## src/rtl/nco_phase_gen.sv

```systemverilog
// Numerically controlled oscillator phase generator with a sample-rate divider, fcw handshake and hard sync.
// Optional phase dither is enabled by defining NCO_PHASE_DITHER_EN.
module nco_phase_gen #(
    parameter int ACC_WIDTH   = 24,
    parameter int PHASE_WIDTH = 15,
    parameter int SAMPLE_DIV  = 2500
) (
    input  logic                   clk,
    input  logic                   rst,
    input  logic                   enable,
    input  logic [ACC_WIDTH-1:0]   fcw,
    input  logic                   fcw_valid,
    output logic                   fcw_ready,
    input  logic                   hard_sync,
    output logic [PHASE_WIDTH-1:0] phase,
    output logic                   phase_valid,
    output logic                   wrap
);

    localparam int CW = $clog2(SAMPLE_DIV);

    typedef enum logic {IDLE, RUN} state_t;

    state_t               state, state_next;
    logic [CW-1:0]        count;
    logic [ACC_WIDTH-1:0] acc, active_fcw, shadow, inc, acc_next;
    logic [ACC_WIDTH:0]   sum;
    logic                 pending, sync_pending, tick, carry, accept;
    logic [PHASE_WIDTH-1:0] phase_next;

    always_ff @(posedge clk) begin
        if (rst) state <= IDLE;
        else     state <= state_next;
    end

    always_comb begin
        state_next = state;
        case (state)
            IDLE:    if (enable)  state_next = RUN;
            RUN:     if (!enable) state_next = IDLE;
            default: state_next = IDLE;
        endcase
    end

    assign tick      = (state == RUN) && (count == CW'(SAMPLE_DIV - 1));
    assign inc       = pending ? shadow : active_fcw;
    assign sum       = {1'b0, acc} + {1'b0, inc};
    // A pending sync restarts accumulation from zero, so no carry can be reported.
    assign acc_next  = sync_pending ? inc : sum[ACC_WIDTH-1:0];
    assign carry     = !sync_pending && sum[ACC_WIDTH];
    assign accept    = fcw_valid && !pending;
    assign fcw_ready = !pending;

`ifdef NCO_PHASE_DITHER_EN
    localparam int DW = ACC_WIDTH - PHASE_WIDTH;

    logic [15:0]          lfsr;
    logic [ACC_WIDTH-1:0] dither_ext, dith_sum;

    // Galois LFSR for x^16+x^14+x^13+x^11+1, stepped once per tick.
    always_ff @(posedge clk) begin
        if (rst)       lfsr <= 16'hACE1;
        else if (tick) lfsr <= {1'b0, lfsr[15:1]} ^ (lfsr[0] ? 16'hB400 : 16'h0000);
    end

    always_comb begin
        dither_ext = '0;
        for (int i = 0; i < DW && i < 16; i++) dither_ext[i] = lfsr[i];
    end

    assign dith_sum   = acc_next + dither_ext;
    assign phase_next = dith_sum[ACC_WIDTH-1 -: PHASE_WIDTH];
`else
    assign phase_next = acc_next[ACC_WIDTH-1 -: PHASE_WIDTH];
`endif

    // Divider, accumulator, fcw shadow handshake and sync flag.
    always_ff @(posedge clk) begin
        if (rst) begin
            count        <= '0;
            acc          <= '0;
            phase        <= '0;
            active_fcw   <= '0;
            shadow       <= '0;
            pending      <= 1'b0;
            sync_pending <= 1'b0;
            phase_valid  <= 1'b0;
            wrap         <= 1'b0;
        end else begin
            if (state == RUN && enable) count <= tick ? '0 : count + CW'(1);
            else                        count <= '0;
            phase_valid <= tick;
            wrap        <= tick && carry;
            if (tick) begin
                acc   <= acc_next;
                phase <= phase_next;
            end
            if (tick && pending) active_fcw <= shadow;
            if (accept) begin
                shadow  <= fcw;
                pending <= 1'b1;
            end else if (tick) begin
                pending <= 1'b0;
            end
            if (hard_sync) sync_pending <= 1'b1;
            else if (tick) sync_pending <= 1'b0;
        end
    end

endmodule

```

## config.mk

```make
export PLATFORM = sky130hd
export DESIGN_NAME = nco_phase_gen
export DESIGN_NICKNAME = d
export VERILOG_FILES = /design/src/rtl/nco_phase_gen.sv
export SDC_FILE = /design/constraint.sdc
export NUM_CORES = 1
export LEC_CHECK = 0
export CAP_MARGIN = 10
export CORE_AREA = 2 2 132 134
export CTS_BUF_LIST = sky130_fd_sc_hd__clkbuf_2
export DETAILED_ROUTE_END_ITERATION = 10
export DIE_AREA = 0 0 134 136
export HOLD_SLACK_MARGIN = 0.03
export PLACE_DENSITY = 0.46
export SETUP_SLACK_MARGIN = 0.15
export SYNTH_ARGS = -nofsm -noshare
export SYNTH_HDL_FRONTEND = slang
export SYNTH_SLANG_ARGS = --single-unit
```

## constraint.sdc

```tcl
create_clock -name clk -period 7.7 [get_ports clk]
set_clock_uncertainty 0.2 [all_clocks]
set_input_delay 1.54 -clock clk [delete_from_list [all_inputs] [get_ports clk]]
set_output_delay 1.54 -clock clk [all_outputs]
set_load 0.05 [all_outputs]
```

==> flow_summary.ini <==
; synthesis and place-and-route metrics
[run_status]
status = complete, no violations

[floorplan]
chipHeight_um = 136
die_x_um = 134
ios = 47
rows = 48
die_area_um2 = 18200
core_util_floorplan_pct = 29.6
coreArea_um2 = 16900

[grt]
grt_pass1_wl_um = 22000
grt_util_all_layers_pct = 15.3
grt_overflow_total = 0
grt_max_degree = 78
antenna_found_initial = 1
grt_pass1_vias = 4209

[synthesis]
avgSynthCellArea_um2 = 7.84
synth_top_cell_by_area = dfxtp_1
synth-adder-area-share_pct = 6.67
ys_sh_simple_pct = 22.2
top_area_share_pct = 35.7
ys_seq_elements = 89
ys_seq_share_pct = 35.7
logic_family = simple AND/OR/NAND/NOR gates
syn_inst = 636
ys_warn_count = 0
ys_cells = 636
aoi_share_pct = 18.6
async_flop_share_pct = 0
topCellsByArea = dfxtp_1 (36%), nand2_1 (10%), a21oi_1 (7.8%), ha_1 (6.3%), mux2_2 (5.4%)
ff_type = dfxtp_1
synth_area_um2 = 4990
ys_sh_xor_pct = 4.74
synth_nets = 691
yosysChipArea_um2 = 4990
ys_sh_mux_pct = 5.82
netlist-cell-type-count = 53
synth-edff-count = 0

[power]
p_clk_share_pct = 32.3
seq_power_share_pct = 58.8
p_comb_mw = 0.0719
swShare_pct = 28.2
combPwrFrac_pct = 8.9
clk-power_mw = 0.262
maxPowerGroup = sequential cells
p_leak_nw = 2.11
seq-power_mw = 0.478
powerDensity_nw_per_um2 = 144
power_mw = 0.812
intPower_mw = 0.583
p_sw_mw = 0.229

[setup_path]
endpoint_kind = primary output
worstSetupPathType = register to primary output
cp_max_fo = 28
cp.required_ns = 5.96
start_kind = register
reg2regPathDepth = 13

[placement]
portBuffers = 46
globalplace.congestion = 0.916
dp_hpwl_um = 9300

[clock_network]
tritoncts = done
cts_root_buf = clkbuf_2
cts_setup_buffers = 0
clockBufferDepth = 2
clk_pin_slew_worst_paths_ns = 0.27
clk_latency_ns = 0.59
ctsHoldBuffers = 0
htree_num_levels = 3
cts.repair.resized = 0

[route]
via_per_inst = 4.97
wire_per_inst_um = 15.2
drcViolationCount = 0
drt-initial-drc-count = 219
ant_nets = 0
drtPass1Iterations = 4

[final_timing]
holdWs_ns = 0.273
fin_crit_ns = 3.93
slew_viol_final = 0
fin_tns_setup_ns = 0
maxClockFrequency_mhz = 255
worstMarginPinSlew_ns = 0.927
finalCritPeriodShare_pct = 51.0
grt_setup_unrepaired = false
finalSetupViolCount = 0
max_slew_margin_pct = 38.0
hold_viol = 0

[layout]
nets = 700
syn_to_final_growth_pct = 13.0
drive_gt1_share_pct = 7.85

[worst_hold_path]
hp-class = register to register
min_path_cells = 2

[job]
drv_cap = 0
warning_count = 27
[metrics by stage]
step | utilization (%) | cells | instance area, µm² | setup slack, ns
after floorplan | - | 636 | 4990 | 4.07
after global placement | 32.6 | 859 | 5500 | 4.15
after detailed placement | 32.6 | 859 | 5500 | 4.04
after CTS | 33.4 | 875 | 5630 | 3.69
after global routing | 33.4 | 876 | 5640 | 3.56
final | 33.4 | 876 | 5640 | 3.77
[logic make-up after synthesis]
kind of cell | count (synthesis)
compound gates | 153
xor+xnor | 27
fa+ha+maj | 26
buf+inv | 64
flops | 89
mux | 26
simple gates | 251
[path summary, 6_finish.rpt]
| path | from | end | slack (ns) |
|---|---|---|---|
| min | active_fcw[7]$_SDFFE_PP0P_ | active_fcw[7]$_SDFFE_PP0P_ | 0.27 |
| min reg2reg | active_fcw[7]$_SDFFE_PP0P_ | active_fcw[7]$_SDFFE_PP0P_ | 0.27 |
| max reg2reg | pending$_SDFFE_PP0P_ | phase[13]$_SDFFE_PP0P_ | 3.98 |
| max | pending$_SDFFE_PP0P_ | fcw_ready | 3.77 |
[per-layer routing]
metal	share of wire (%)	track usage [%]	wire (µm)	vias up
met5	0	0	0	-
met4	1.1	3.72	143	0
met3	4.9	3.80	655	9
met2	43	23.2	5660	90
met1	51	21.8	6840	2041
li1	-	-	-	2216
[sequential cells by signal, indices dropped and copies added, names as in the netlist]
signal and count:
acc 9, active_fcw 24, count 12, pending 1, phase 15, phase_valid 1, shadow 24, state 1
sync_pending 1, wrap 1
[synth_stat cells (2+ instances only)]
cell type / number
nand3_1: 19
nor3_1: 9
xor2_1: 11
buf_2: 3
ha_1: 25
nor4_1: 2
o211ai_1: 3
and3_1: 8
a31oi_1: 7
a21o_1: 14
dfxtp_1: 89
mux2_2: 24
nand2b_1: 8
clkbuf_1: 35
inv_1: 9
a221oi_1: 3
or3_1: 6
nor2_1: 48
a21oi_1: 78
o21ai_1: 6
mux2i_1: 2
a211oi_1: 11
o31ai_1: 2
nor2b_1: 4
o21bai_1: 3
nand2_1: 133
buf_4: 15
nor4b_1: 2
xnor2_1: 16
o21ai_0: 12
o22ai_1: 3
nand4_1: 5
[worst max-delay path: stages (launching register included)]
cell and delay, ns:
dfxtp_1 0.38, buf_4 0.33, inv_1 0.16, clkdlybuf4s50_1 0.73
[cell usage in the layout, fill, tap and decap left out, types with 4 or more instances in the layout]
master and count:
o21ai_0 12, xnor2_1 16, a21oi_1 78, a21o_1 14
dfxtp_1 89, or3_1 6, nand2_1 133, mux2_2 24
nand2b_1 8, buf_4 6, nor2b_1 4, a211oi_1 11
clkdlybuf4s50_1 45, nor3_1 9, inv_1 9, xor2_1 11
nand3_1 19, ha_1 25, o21ai_1 6, a31oi_1 7
nand4_1 5, nor2_1 48, clkbuf_2 9, and3_1 8
[layout make-up]
type | instances | area (µm²)
Tap cell | 225 | 282
Multi-Input combinational cell | 483 | 2900
Clock inverter | 7 | 88.8
Fill cell | 1795 | 11200
Antenna cell | 1 | 2.50
Inverter | 10 | 37.5
Clock buffer | 9 | 45.0
Sequential cell | 89 | 1780
Timing Repair Buffer | 52 | 500
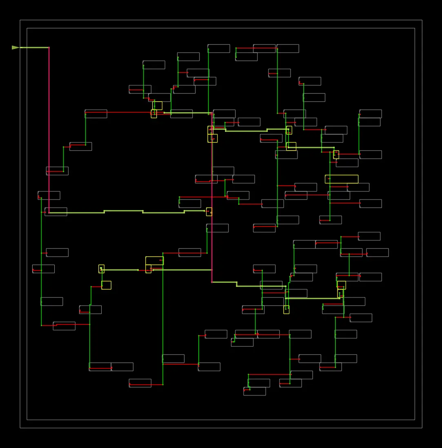
(the clock network)
clk sinks: 89
cts bufs inserted: 9

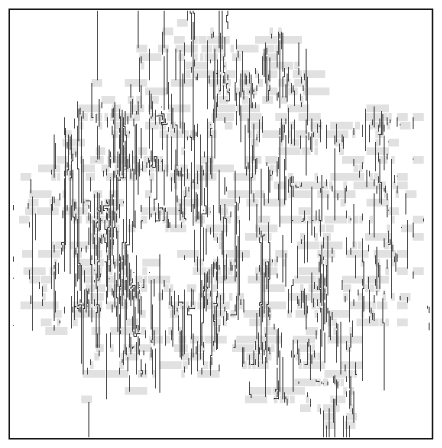
(the metal 2 layer)
Cells faint in the background.
The longest straight run is 71.4 µm. The wires run mostly vertical. The layer holds 43% of the routed length.
vias: 4,356
routing usage on met2: 23.2%
drt total wl: 13,300 µm

